**src/rtl/fsb_pcim_line_packer.sv**
```systemverilog
// Packs 80-bit FSB packets into 512-bit PCIM lines: accumulator plus output register.
// Optional macro FSB_PCIM_PACKER_SEQ_EN stamps a 24-bit line sequence into bits [511:488].
module fsb_pcim_line_packer #(
    parameter int fsb_width_p    = 80,
    parameter int line_width_p   = 512,
    parameter int flush_cycles_p = 64,
    parameter int timer_width_p  = 16
) (
    input  logic                    clk_i,
    input  logic                    reset_i,
    input  logic                    fsb_v_i,
    input  logic [fsb_width_p-1:0]  fsb_data_i,
    output logic                    fsb_yumi_o,
    input  logic                    flush_i,
    output logic                    line_v_o,
    output logic [line_width_p-1:0] line_data_o,
    output logic [2:0]              line_count_o,
    input  logic                    line_ready_i,
    output logic                    busy_o
`ifdef FSB_PCIM_PACKER_SEQ_EN
    ,
    output logic [23:0]             line_seq_o
`endif
);

    localparam int slots_p = line_width_p / fsb_width_p;
    localparam int slot_bits_lp = slots_p * fsb_width_p;

    logic [slots_p-1:0][fsb_width_p-1:0] acc_q, acc_d;
    logic [2:0]                          acc_cnt_q, acc_cnt_d;
    logic [timer_width_p-1:0]            timer_q, timer_d;
    logic                                pend_q, pend_d;
    logic                                line_v_q, line_v_d;
    logic [line_width_p-1:0]             line_q, line_d;
    logic [2:0]                          line_cnt_q, line_cnt_d;
`ifdef FSB_PCIM_PACKER_SEQ_EN
    logic [23:0]                         seq_q, seq_d;
`endif

    logic       full, nonempty, timeout, yumi, emit, out_free, xfer;
    logic [2:0] wr_idx;

    assign full     = (acc_cnt_q == 3'(slots_p));
    assign nonempty = (acc_cnt_q != 3'd0);
    assign timeout  = (flush_cycles_p != 0) && (timer_q >= timer_width_p'(flush_cycles_p));
    assign yumi     = fsb_v_i & ~full & ~reset_i;
    // pend_q remembers a flush/timeout that arrived while the output register was blocked
    assign emit     = full | (nonempty & (flush_i | timeout | pend_q));
    assign out_free = ~line_v_q | line_ready_i;
    assign xfer     = emit & out_free;
    assign wr_idx   = xfer ? 3'd0 : acc_cnt_q;

    always_comb begin
        acc_d      = acc_q;
        acc_cnt_d  = acc_cnt_q;
        timer_d    = timer_q;
        pend_d     = pend_q;
        line_v_d   = line_v_q & ~line_ready_i;
        line_d     = line_q;
        line_cnt_d = line_cnt_q;
`ifdef FSB_PCIM_PACKER_SEQ_EN
        seq_d      = seq_q;
`endif

        if (xfer) begin
            acc_d      = '0;
            acc_cnt_d  = 3'd0;
            line_v_d   = 1'b1;
            line_d     = '0;
            line_d[slot_bits_lp-1:0]  = acc_q;
            line_d[slot_bits_lp +: 8] = 8'(acc_cnt_q);
            line_cnt_d = acc_cnt_q;
`ifdef FSB_PCIM_PACKER_SEQ_EN
            line_d[line_width_p-1 -: 24] = seq_q;
            seq_d      = seq_q + 24'd1;
`endif
        end

        if (yumi) begin
            for (int k = 0; k < slots_p; k++)
                if (wr_idx == 3'(k)) acc_d[k] = fsb_data_i;
            acc_cnt_d = wr_idx + 3'd1;
        end

        if (yumi || xfer || !nonempty)
            timer_d = '0;
        else if (timer_q != '1)
            timer_d = timer_q + timer_width_p'(1);

        if (xfer)
            pend_d = 1'b0;
        else if (nonempty && (flush_i || timeout))
            pend_d = 1'b1;
    end

    always_ff @(posedge clk_i) begin
        if (reset_i) begin
            acc_q      <= '0;
            acc_cnt_q  <= 3'd0;
            timer_q    <= '0;
            pend_q     <= 1'b0;
            line_v_q   <= 1'b0;
            line_q     <= '0;
            line_cnt_q <= 3'd0;
`ifdef FSB_PCIM_PACKER_SEQ_EN
            seq_q      <= 24'd0;
`endif
        end else begin
            acc_q      <= acc_d;
            acc_cnt_q  <= acc_cnt_d;
            timer_q    <= timer_d;
            pend_q     <= pend_d;
            line_v_q   <= line_v_d;
            line_q     <= line_d;
            line_cnt_q <= line_cnt_d;
`ifdef FSB_PCIM_PACKER_SEQ_EN
            seq_q      <= seq_d;
`endif
        end
    end

    assign fsb_yumi_o   = yumi;
    assign line_v_o     = line_v_q;
    assign line_data_o  = line_q;
    assign line_count_o = line_cnt_q;
    assign busy_o       = line_v_q | nonempty;
`ifdef FSB_PCIM_PACKER_SEQ_EN
    assign line_seq_o   = line_q[line_width_p-1 -: 24];
`endif

endmodule

```
**config.mk**
```make
export PLATFORM = sky130hd
export DESIGN_NAME = fsb_pcim_line_packer
export DESIGN_NICKNAME = d
export VERILOG_FILES = /design/src/rtl/fsb_pcim_line_packer.sv
export SDC_FILE = /design/constraint.sdc
export NUM_CORES = 2
export LEC_CHECK = 0
export CORE_MARGIN = 5
export CORE_UTILIZATION = 50
export CTS_BUF_LIST = sky130_fd_sc_hd__clkbuf_16
export DETAILED_ROUTE_END_ITERATION = 12
export GPL_TIMING_DRIVEN = 0
export PLACE_DENSITY_LB_ADDON = 0.08
export SKIP_LAST_GASP = 1
export SLEW_MARGIN = 30
export SYNTH_ARGS = -nofsm -noshare
export SYNTH_HDL_FRONTEND = slang
export SYNTH_SLANG_ARGS = --single-unit
```
**constraint.sdc**
```tcl
create_clock -name clk_i -period 6.29 [get_ports clk_i]
set_input_delay 1.258 -clock clk_i [delete_from_list [all_inputs] [get_ports clk_i]]
set_output_delay 1.258 -clock clk_i [all_outputs]
set_load 0.05 [all_outputs]
```
Fig. 1: the clock network
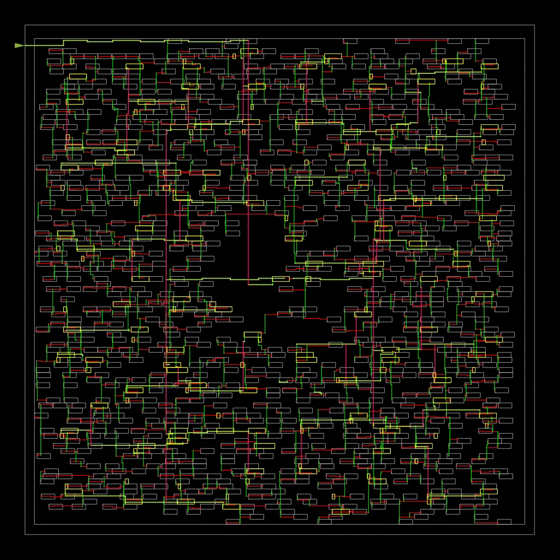
number of sequential storage elements: 984
number of clock buffers inserted by TritonCTS: 98
layout clock buffer count: 101
largest clock skew in the final design: 16.0 ps

Fig. 2: layout detail
Scale bar: 10 um. Window x 122 to 152, y 122 to 152 um. Cells in gray, sequential cells in the stronger gray; small squares are vias.
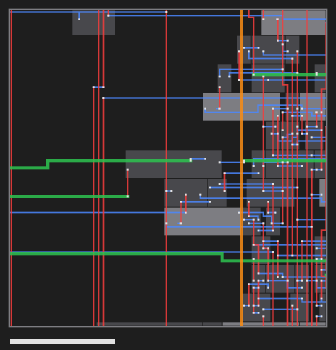
met1 -> blue
met3 -> green
met4 -> orange
met2 -> red
most frequent = nor2_1 (5), nand2_1 (3), dfxtp_1 (3)
sequential cells in the window = 3
netlist names of flops here include = timer_q (3)
cells with their middle in the window = 28

==> flow report <==
TIMING
--------------------------------------------------------------------------------
Cycle use final                                                            0.750
Least-Margin Pin Slew                                                     998 ps
Final period demand of the worst path                                    4720 ps
Number of pins exceeding their max-slew limit in the final report              0

PLACED DESIGN
--------------------------------------------------------------------------------
Dpl ws                                                                   1620 ps
Tally of buffers added on design ports                                       573

CLOCKING
--------------------------------------------------------------------------------
Hold buffer count at cts                                                       0

ROUTE
--------------------------------------------------------------------------------
Wire length on met3                                                      11.8 mm
Routed wire length per instance                                          20.7 um
DRT antenna net count                                                          0
Total Routed Length                                                       127 mm
Violation tally from detailed-route iteration zero                         2,602

GLOBAL ROUTING
--------------------------------------------------------------------------------
Met2 track demand over resource in global routing                          0.538
Global-route total usage across every layer                                0.324

FLOW RUN
--------------------------------------------------------------------------------
Count of max-cap constraint violations                                         0

YOSYS
--------------------------------------------------------------------------------
Share of the yosys chip area belonging to registers                        0.566
Yosys chip area                                                       34,800 um2
Top logic cell family in the synthesized netlist                    simple AND/OR/NAND/NOR gates
Area fraction in xor and xnor cells                                      0.00277
Number of standard cells after synthesis                                   4,382
Ao+oa area frac                                                            0.161
Synthesized area divided by synthesized cell count                      7.94 um2
Total number of yosys warnings                                                 0

FLOORPLANNING
--------------------------------------------------------------------------------
Die outline width                                                         274 um
Die footprint                                                         75,000 um2

CRITICAL PATH
--------------------------------------------------------------------------------
CP max FO                                                                      6

HOLD PATH
--------------------------------------------------------------------------------
Min-delay worst type                                                  reg -> reg

FINAL LAYOUT
--------------------------------------------------------------------------------
Top library cells by usage in the layout, fill and taps aside       sky130_fd_sc_hd__nand2_1, sky130_fd_sc_hd__dfxtp_1, sky130_fd_sc_hd__a21oi_1
Final instance area                                                   45,100 um2
Final instance count without filler cells                                  6,105

OUTCOME
--------------------------------------------------------------------------------
Outcome                                                             complete, no violations

Fig. 3: met4 routing
Supply wires on this layer in gray.
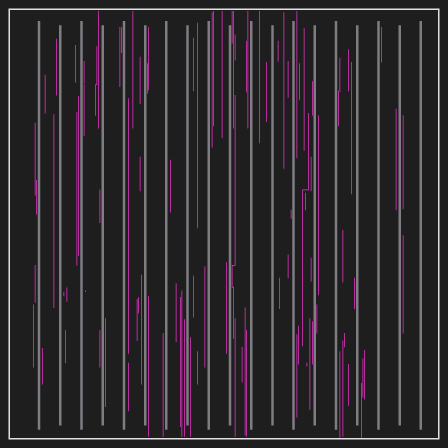
longest straight run = 163 um
share of all routed wire = 3.8%

[critical path: stages]
cell                              delay [ps]
sky130_fd_sc_hd__clkdlybuf4s50_1         520
sky130_fd_sc_hd__nor2b_1                 400
sky130_fd_sc_hd__nand2_1                 190
sky130_fd_sc_hd__inv_1                   120
sky130_fd_sc_hd__clkdlybuf4s50_1         950
[final cells by class]
type	count	area, um2
Inverter	88	330
Multi-Input combinational cell	2964	13100
Antenna cell	7	17.5
Clock buffer	101	2530
Buffer	374	1860
Timing Repair Buffer	578	5850
Fill cell	6142	23800
Tap cell	931	1160
Clock inverter	78	532
Sequential cell	984	19700
[power breakdown]
group,switching (mW),internal (mW)
Clock,2.48,3.18
Sequential,0.0462,6.32
Combinational,0.724,0.246
[through the flow]
stage	total power [mW]	hold slack [ps]	utilization
after floorplan	7.03	432	-
after global placement	7.45	437	0.608
after detailed placement	7.46	442	0.610
after CTS	13.0	446	0.655
after global routing	13.4	462	0.655
final	13.0	446	0.655
[worst paths after layout]
kind,from,endpoint,slack (ps),depth (start not counted)
setup / recovery,fsb_v_i,fsb_yumi_o,1570,5
hold / removal,acc_q[16],line_data_o[16],450,2
setup reg to reg,acc_cnt_q[2],acc_q[276],2860,13
hold reg to reg,acc_q[16],line_data_o[16],450,2
[cell usage after synthesis, drive strengths merged, types with 5 or more instances]
cell type / count / area (um2)
o41ai: 81 / 709
a21oi: 807 / 4040
nor4: 5 / 31.3
nor2: 28 / 123
nand3: 10 / 50.1
nand2: 1781 / 6690
o21ai: 164 / 821
dfxtp: 984 / 19700
and3: 7 / 43.8
xor2: 5 / 43.8
nor3: 9 / 50.1
nand4: 5 / 31.3
clkbuf: 181 / 683
inv: 88 / 330
xnor2: 6 / 52.6
buf: 193 / 1170
No activity file was given, so power comes from the tool's default toggle rates.
